===== src/rtl/fetch_queue.sv =====
// Fetch stage: sequential PC generator with a decoupled I-cache request/response
// path and a DEPTH-entry in-order queue that reserves a slot per accepted request.
module fetch_queue #(
  parameter int              XLEN     = 32,
  parameter int              DEPTH    = 4,
  parameter logic [XLEN-1:0] RESET_PC = '0
) (
  input  logic                       clk,
  input  logic                       reset_n,
  input  logic                       take_branch,
  input  logic [XLEN-1:0]            branch_loc,
  output logic                       cache_req_valid,
  input  logic                       cache_req_ready,
  output logic [XLEN-1:0]            pc_to_cache,
  input  logic                       cache_rsp_valid,
  input  logic [31:0]                instr_from_cache,
  output logic [31:0]                instr_to_decode,
  output logic [XLEN-1:0]            pc_to_decode,
  output logic                       valid,
  input  logic                       ready,
  output logic [$clog2(DEPTH+1)-1:0] fq_count
);

  localparam int PW = $clog2(DEPTH);
  localparam int CW = $clog2(DEPTH+1);
  localparam logic [PW-1:0]   PTR_ZERO = {PW{1'b0}};
  localparam logic [PW-1:0]   PTR_ONE  = PW'(1);
  localparam logic [CW-1:0]   CNT_ZERO = {CW{1'b0}};
  localparam logic [CW-1:0]   CNT_ONE  = CW'(1);
  localparam logic [CW-1:0]   CNT_CAP  = CW'(DEPTH);
  localparam logic [XLEN-1:0] PC_STEP  = XLEN'(4);

  logic [XLEN-1:0]  fetch_pc_r;
  logic [XLEN-1:0]  pc_mem_r    [DEPTH];
  logic [31:0]      instr_mem_r [DEPTH];
  logic [DEPTH-1:0] filled_r;
  logic [PW-1:0]    head_r;
  logic [PW-1:0]    tail_r;
  logic [PW-1:0]    fill_r;
  logic [CW-1:0]    count_r;
  logic [CW-1:0]    pending_r;
  logic [CW-1:0]    drop_cnt_r;

  logic [CW-1:0]    occupancy_s;
  logic [CW-1:0]    drop_sum_s;
  logic [CW-1:0]    redirect_drop_s;
  logic             accept_s;
  logic             dequeue_s;
  logic             rsp_drop_s;
  logic             rsp_fill_s;

  // Slots owed to stale in-flight responses count against capacity, so count+drop never exceeds DEPTH.
  assign occupancy_s     = count_r + drop_cnt_r;
  assign cache_req_valid = reset_n & ~take_branch & (occupancy_s < CNT_CAP);
  assign pc_to_cache     = fetch_pc_r;
  assign accept_s        = cache_req_valid & cache_req_ready;

  assign valid           = filled_r[head_r] & (count_r != CNT_ZERO) & ~take_branch;
  assign dequeue_s       = valid & ready;
  assign instr_to_decode = instr_mem_r[head_r];
  assign pc_to_decode    = pc_mem_r[head_r];
  assign fq_count        = count_r;

  assign rsp_drop_s      = cache_rsp_valid & (drop_cnt_r != CNT_ZERO);
  assign rsp_fill_s      = cache_rsp_valid & (drop_cnt_r == CNT_ZERO) & (pending_r != CNT_ZERO);
  assign drop_sum_s      = drop_cnt_r + pending_r;

  // Stale-response debt after a redirect; a response in the redirect cycle is consumed here.
  always_comb begin
    redirect_drop_s = drop_sum_s;
    if (cache_rsp_valid && (drop_sum_s != CNT_ZERO)) begin
      redirect_drop_s = drop_sum_s - CNT_ONE;
    end else begin
      redirect_drop_s = drop_sum_s;
    end
  end

  // Queue storage, pointers, counters and fetch PC.
  always_ff @(posedge clk or negedge reset_n) begin
    if (!reset_n) begin
      fetch_pc_r <= RESET_PC;
      filled_r   <= {DEPTH{1'b0}};
      head_r     <= PTR_ZERO;
      tail_r     <= PTR_ZERO;
      fill_r     <= PTR_ZERO;
      count_r    <= CNT_ZERO;
      pending_r  <= CNT_ZERO;
      drop_cnt_r <= CNT_ZERO;
      for (int i = 0; i < DEPTH; i++) begin
        pc_mem_r[i]    <= {XLEN{1'b0}};
        instr_mem_r[i] <= 32'h0000_0000;
      end
    end else if (take_branch) begin
      fetch_pc_r <= branch_loc;
      filled_r   <= {DEPTH{1'b0}};
      head_r     <= PTR_ZERO;
      tail_r     <= PTR_ZERO;
      fill_r     <= PTR_ZERO;
      count_r    <= CNT_ZERO;
      pending_r  <= CNT_ZERO;
      drop_cnt_r <= redirect_drop_s;
    end else begin
      if (accept_s) begin
        pc_mem_r[tail_r] <= fetch_pc_r;
        tail_r           <= tail_r + PTR_ONE;
        fetch_pc_r       <= fetch_pc_r + PC_STEP;
      end
      // The fill pointer only ever targets an already-allocated slot, never the one at tail.
      if (rsp_fill_s) begin
        instr_mem_r[fill_r] <= instr_from_cache;
        filled_r[fill_r]    <= 1'b1;
        fill_r              <= fill_r + PTR_ONE;
      end
      if (rsp_drop_s) begin
        drop_cnt_r <= drop_cnt_r - CNT_ONE;
      end
      if (dequeue_s) begin
        filled_r[head_r] <= 1'b0;
        head_r           <= head_r + PTR_ONE;
      end
      case ({accept_s, dequeue_s})
        2'b10:   count_r <= count_r + CNT_ONE;
        2'b01:   count_r <= count_r - CNT_ONE;
        default: count_r <= count_r;
      endcase
      case ({accept_s, rsp_fill_s})
        2'b10:   pending_r <= pending_r + CNT_ONE;
        2'b01:   pending_r <= pending_r - CNT_ONE;
        default: pending_r <= pending_r;
      endcase
    end
  end

endmodule


===== config.mk =====
export PLATFORM = sky130hd
export DESIGN_NAME = fetch_queue
export DESIGN_NICKNAME = d
export VERILOG_FILES = /design/src/rtl/fetch_queue.sv
export SDC_FILE = /design/constraint.sdc
export NUM_CORES = 1
export LEC_CHECK = 0
export CORE_MARGIN = 1.5
export CORE_UTILIZATION = 45
export CTS_BUF_LIST = sky130_fd_sc_hd__clkbuf_4
export CTS_CLUSTER_SIZE = 10
export DETAILED_ROUTE_END_ITERATION = 10
export GPL_ROUTABILITY_DRIVEN = 0
export PLACE_DENSITY_LB_ADDON = 0.08
export RECOVER_POWER = 100
export SLEW_MARGIN = 10
export SYNTH_ARGS = -nofsm -noshare
export SYNTH_HDL_FRONTEND = slang
export SYNTH_SLANG_ARGS = --single-unit
export TNS_END_PERCENT = 10

===== constraint.sdc =====
create_clock -name clk -period 3 [get_ports clk]
set_input_delay 0.3 -clock clk [delete_from_list [all_inputs] [get_ports clk]]
set_output_delay 0.3 -clock clk [all_outputs]
set_load 0.005 [all_outputs]

io_placement.png
Scale: 1.5 px per µm. Pins as bars across the die edge, other pins in gray.
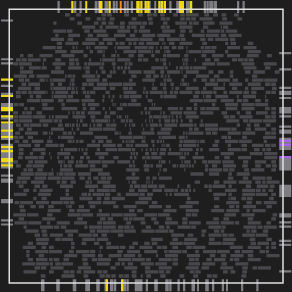
[orange] cache_req_ready | pins: 1 | direction: input | edge: north
[purple] fq_count | pins: 3 | direction: output | edge: east
[yellow] branch_loc | pins: 32 | direction: input | edge: 17 north, 13 west, 2 south
all pins by edge: 48 north, 43 south, 41 west, 39 east

layer_met2.png
Scale: 2 px per µm.
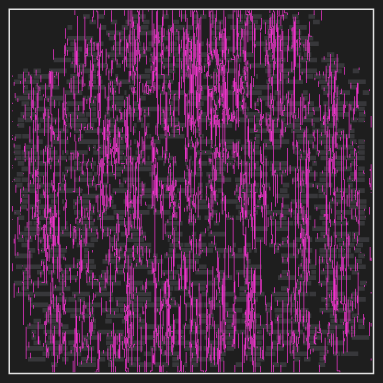
longest straight run: 76.5 µm
main direction: vertical

clk_routes.png
Scale: 3 px per µm.
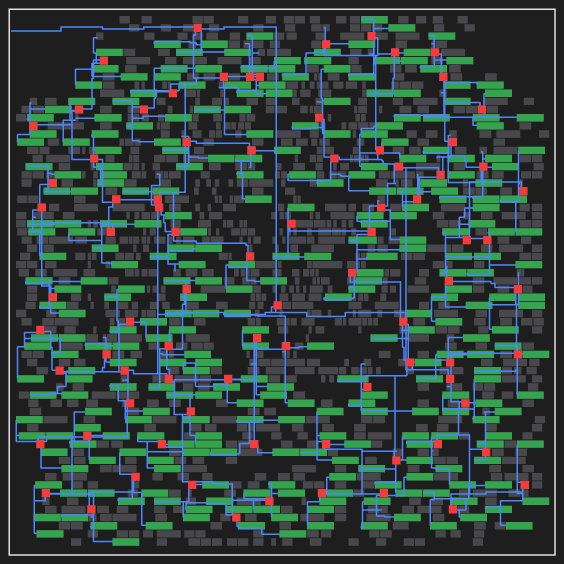
[green] flip-flops | count: 307
[blue] clock wires | length: 4,480 µm
[red] clock drivers | count: 83
routed clock nets: 84
clk pwr: 3.65 mW
Final Skew: 52.3 ps
worst skew pair latency: 720 ps

==> results_dict.tcl <==
# metrics dict for downstream scripts
set metrics [dict create \
    chipHeight_um 181 \
    grt_usage_pct 20.9 \
    syn-num-nets 1069 \
    htreeDepth 3 \
    path_class "reg2out" \
    io_buffers 170 \
    firstDrtPassIters 4 \
    ant_nets 0 \
    cts_buffer_depth 3 \
    grt_first_pass_wirelength_um 53600 \
    drt-initial-drc-count 420 \
    core-area_mm2 0.0315 \
    gr-total-overflow 0 \
    cp.arrival_ps 2560 \
    clkTransAtPathRegs_ps 60 \
    clock.fmax_ghz 0.349 \
    ys_ff 307 \
    synth-async-reset-ratio_pct 100 \
    leakage_nw 8.02 \
    die_w_um 181 \
    endpoint_kind "primary output" \
    synth-edff-count 0 \
    synth_top_cell_by_area "dfrtp_1" \
    pin_count 171 \
    antenna_found_initial 2 \
    top_cell_area_share_pct 53.6 \
    path_max_fanout 5 \
    period_used_pct 95.5 \
    postSynthAreaPerCell_um2 14.7 \
    area_delta_synth_final_pct 22.4 \
    status "finished, violations left" \
    routed_wl_um 32900 \
    dp_hpwl_um 21200 \
    num-fill-cells 2650 \
    postCtsResizedCells 4 \
    top_cell "dfrtp_1" \
    routedWlPerCell_um 19.7 \
    vias 9061 \
    drv_cap 1 \
    drc 0 \
    drive_above_1_share_pct 40.1 \
    tritoncts "yes" \
    row_count 65 \
    synthCells 977 \
    ys_area_mm2 0.0143 \
    common_cells "dfrtp_1 (307), mux2_2 (261), mux4_2 (66)" \
    synth_cell_types 49 \
    max_slew_margin_pct -3.30 \
    hold_viol 0 \
    grt_pass1_vias 9522 \
    viasPerCell 5.44 \
    cts_setup_buffers 1 \
    hp-class "in2reg" \
    peakVddDrop_mv 0.321 \
    dominantRegCellSynth "dfrtp_1" \
    setup_violations 0 \
    chip_area_mm2 0.0329 \
    setup_tns_ps 0 \
    grt_max_degree 64 \
    fp-utilization_pct 45.5 \
    period_minus_slack_ps 2860 \
    tool_warnings 37 \
    ys_cells 977 \
    rsz0062_at_grt "no" \
    ctsHoldBuffers 1 \
    cp-start-kind "flip-flop" \
    p_per_area_mw_per_mm2 676 \
    violations "capacitance limit, slew limit" \
    synthTopCellsByArea "dfrtp_1 (54%), mux2_2 (21%), mux4_2 (10%)" \
    fin_nets 1299 \
    syn_area_mm2 0.0143 \
    ys_warn_count 0 \
    worstMarginPinSlew_ps 1550 \
    drv_slew 62 \
]
placement_by_type.png
Scale: 2 px per µm. Fill, decap, tap and diode cells in gray.
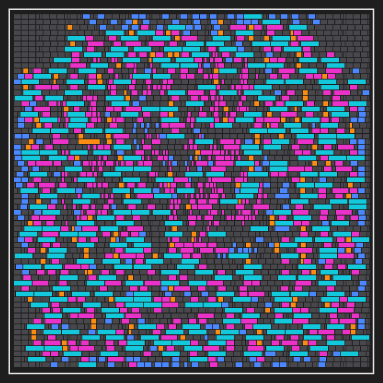
[magenta] combinational and other logic | cells: 604 | share of their area: 37%
[cyan] sequential cells | cells: 307 | share of their area: 45%
[orange] clock drivers and dummy loads | cells: 141 | share of their area: 6.0%
[blue] remaining buffers and delay cells | cells: 211 | share of their area: 12%

clocks.png
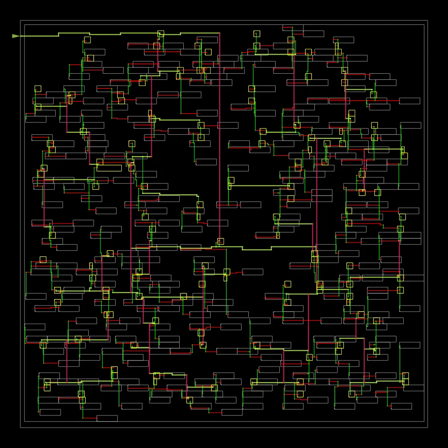
CTS buffer count: 83
Sinks on Clock Net: 307
clock buf count: 124
Seq cells: 307

worst max-delay path, stage by stage (launching register included):
cell,delay [ps]
dfrtp_2,450
ha_4,260
a31oi_4,250
xnor2_4,180
and3_4,240
clkdlybuf4s50_1,500
flip-flops by register name (all words and copies together), names as in the netlist:
name,count
instr_mem_r,128
pc_to_cache,32
head_r,2
pending_r,3
drop_cnt_r,3
filled_r,4
fq_count,3
fill_r,2
pc_mem_r,128
tail_r,2
per-stage QoR:
stage | total power [mW] | hold slack (ps) | setup WS [ps] | instance area, µm² | cells
CTS | 12.1 | 14.5 | -10.8 | 17600 | 1664
global placement | 8.25 | 219 | 450 | 16500 | 1521
global route | 12.6 | 23.2 | 1.08 | 17500 | 1667
detailed placement | 8.31 | 224 | 416 | 16500 | 1521
finish | 11.9 | 72.8 | 135 | 17500 | 1667
floorplan | 6.74 | 4.41 | 454 | 14300 | 977
layer usage:
metal / vias up / part of all wire (%) / track usage (%)
met4: 0 / 2.0 / 7.27
met5: - / 0 / 0
met2: 209 / 47 / 31.9
met3: 63 / 5.2 / 4.71
li1: 4120 / - / -
met1: 4669 / 46 / 29.6
report_power, final:
group          switching [mW]  internal (mW)  leakage (nW)
sequential              0.436           4.82          4.13
combinational            1.01           1.94          3.27
clock                    1.69           1.96         0.616
total                    3.13           8.72          8.02
final cells by class:
| class | count | area [µm²] | share of cell area, % |
|---|---|---|---|
| flip-flops and latches | 307 | 7690 | 43.9 |
| multi-input cells | 589 | 6270 | 35.8 |
| repair buffers | 211 | 1980 | 11.3 |
| clock buffers | 124 | 931 | 5.31 |
| well taps | 402 | 503 | 2.87 |
| clock inverters | 17 | 93.8 | 0.535 |
| inverters | 15 | 56.3 | 0.321 |
| diodes | 2 | 5.00 | 0.0285 |
cells in the final DEF (no fill, tap or decap), types with 10 or more instances in the layout:
cell | Yosys | layout
clkbuf_2 | 3 | 13
nand2_1 | 49 | 49
xnor2_1 | 22 | 21
ha_1 | 19 | 18
clkinv_1 | 0 | 12
mux4_2 | 66 | 66
clkbuf_4 | 0 | 128
o21ai_0 | 27 | 27
dlygate4sd3_1 | 0 | 37
inv_1 | 15 | 15
clkdlybuf4s50_1 | 0 | 132
dfrtp_1 | 307 | 304
nor3_1 | 9 | 10
nor2_1 | 12 | 12
mux2_2 | 261 | 261
a21oi_1 | 15 | 15
nand3_1 | 16 | 16
kinds of logic after synthesis:
logic type,count (synthesis),share of synthesized area [%]
adder cells (fa/ha/maj),22,2.08
XOR/XNOR,28,1.76
AND-OR/OR-AND,66,2.85
buffers and inverters,81,3.14
multiplexers,331,31.2
AND/OR/NAND/NOR,142,5.37
flip-flops,307,53.6
worst paths after layout:
path	from	endpoint	slack [ps]	cells after the start
max reg2reg	fq_count[1]$_DFFE_PN0P_	pc_mem_r[28]$_DFFE_PN0P_	180	10
max	fq_count[1]$_DFFE_PN0P_	cache_req_valid	140	5
min in group asynchronous	reset_n	instr_mem_r[1]$_DFFE_PN0P_	110	2
max in group asynchronous	reset_n	pc_mem_r[79]$_DFFE_PN0P_	490	4
min reg2reg	instr_mem_r[62]$_DFFE_PN0P_	instr_mem_r[62]$_DFFE_PN0P_	500	1
min	take_branch	pc_to_cache[1]$_DFFE_PN0P_	70	2
Power figures rest on the tool's default switching activity, not on a simulated workload.
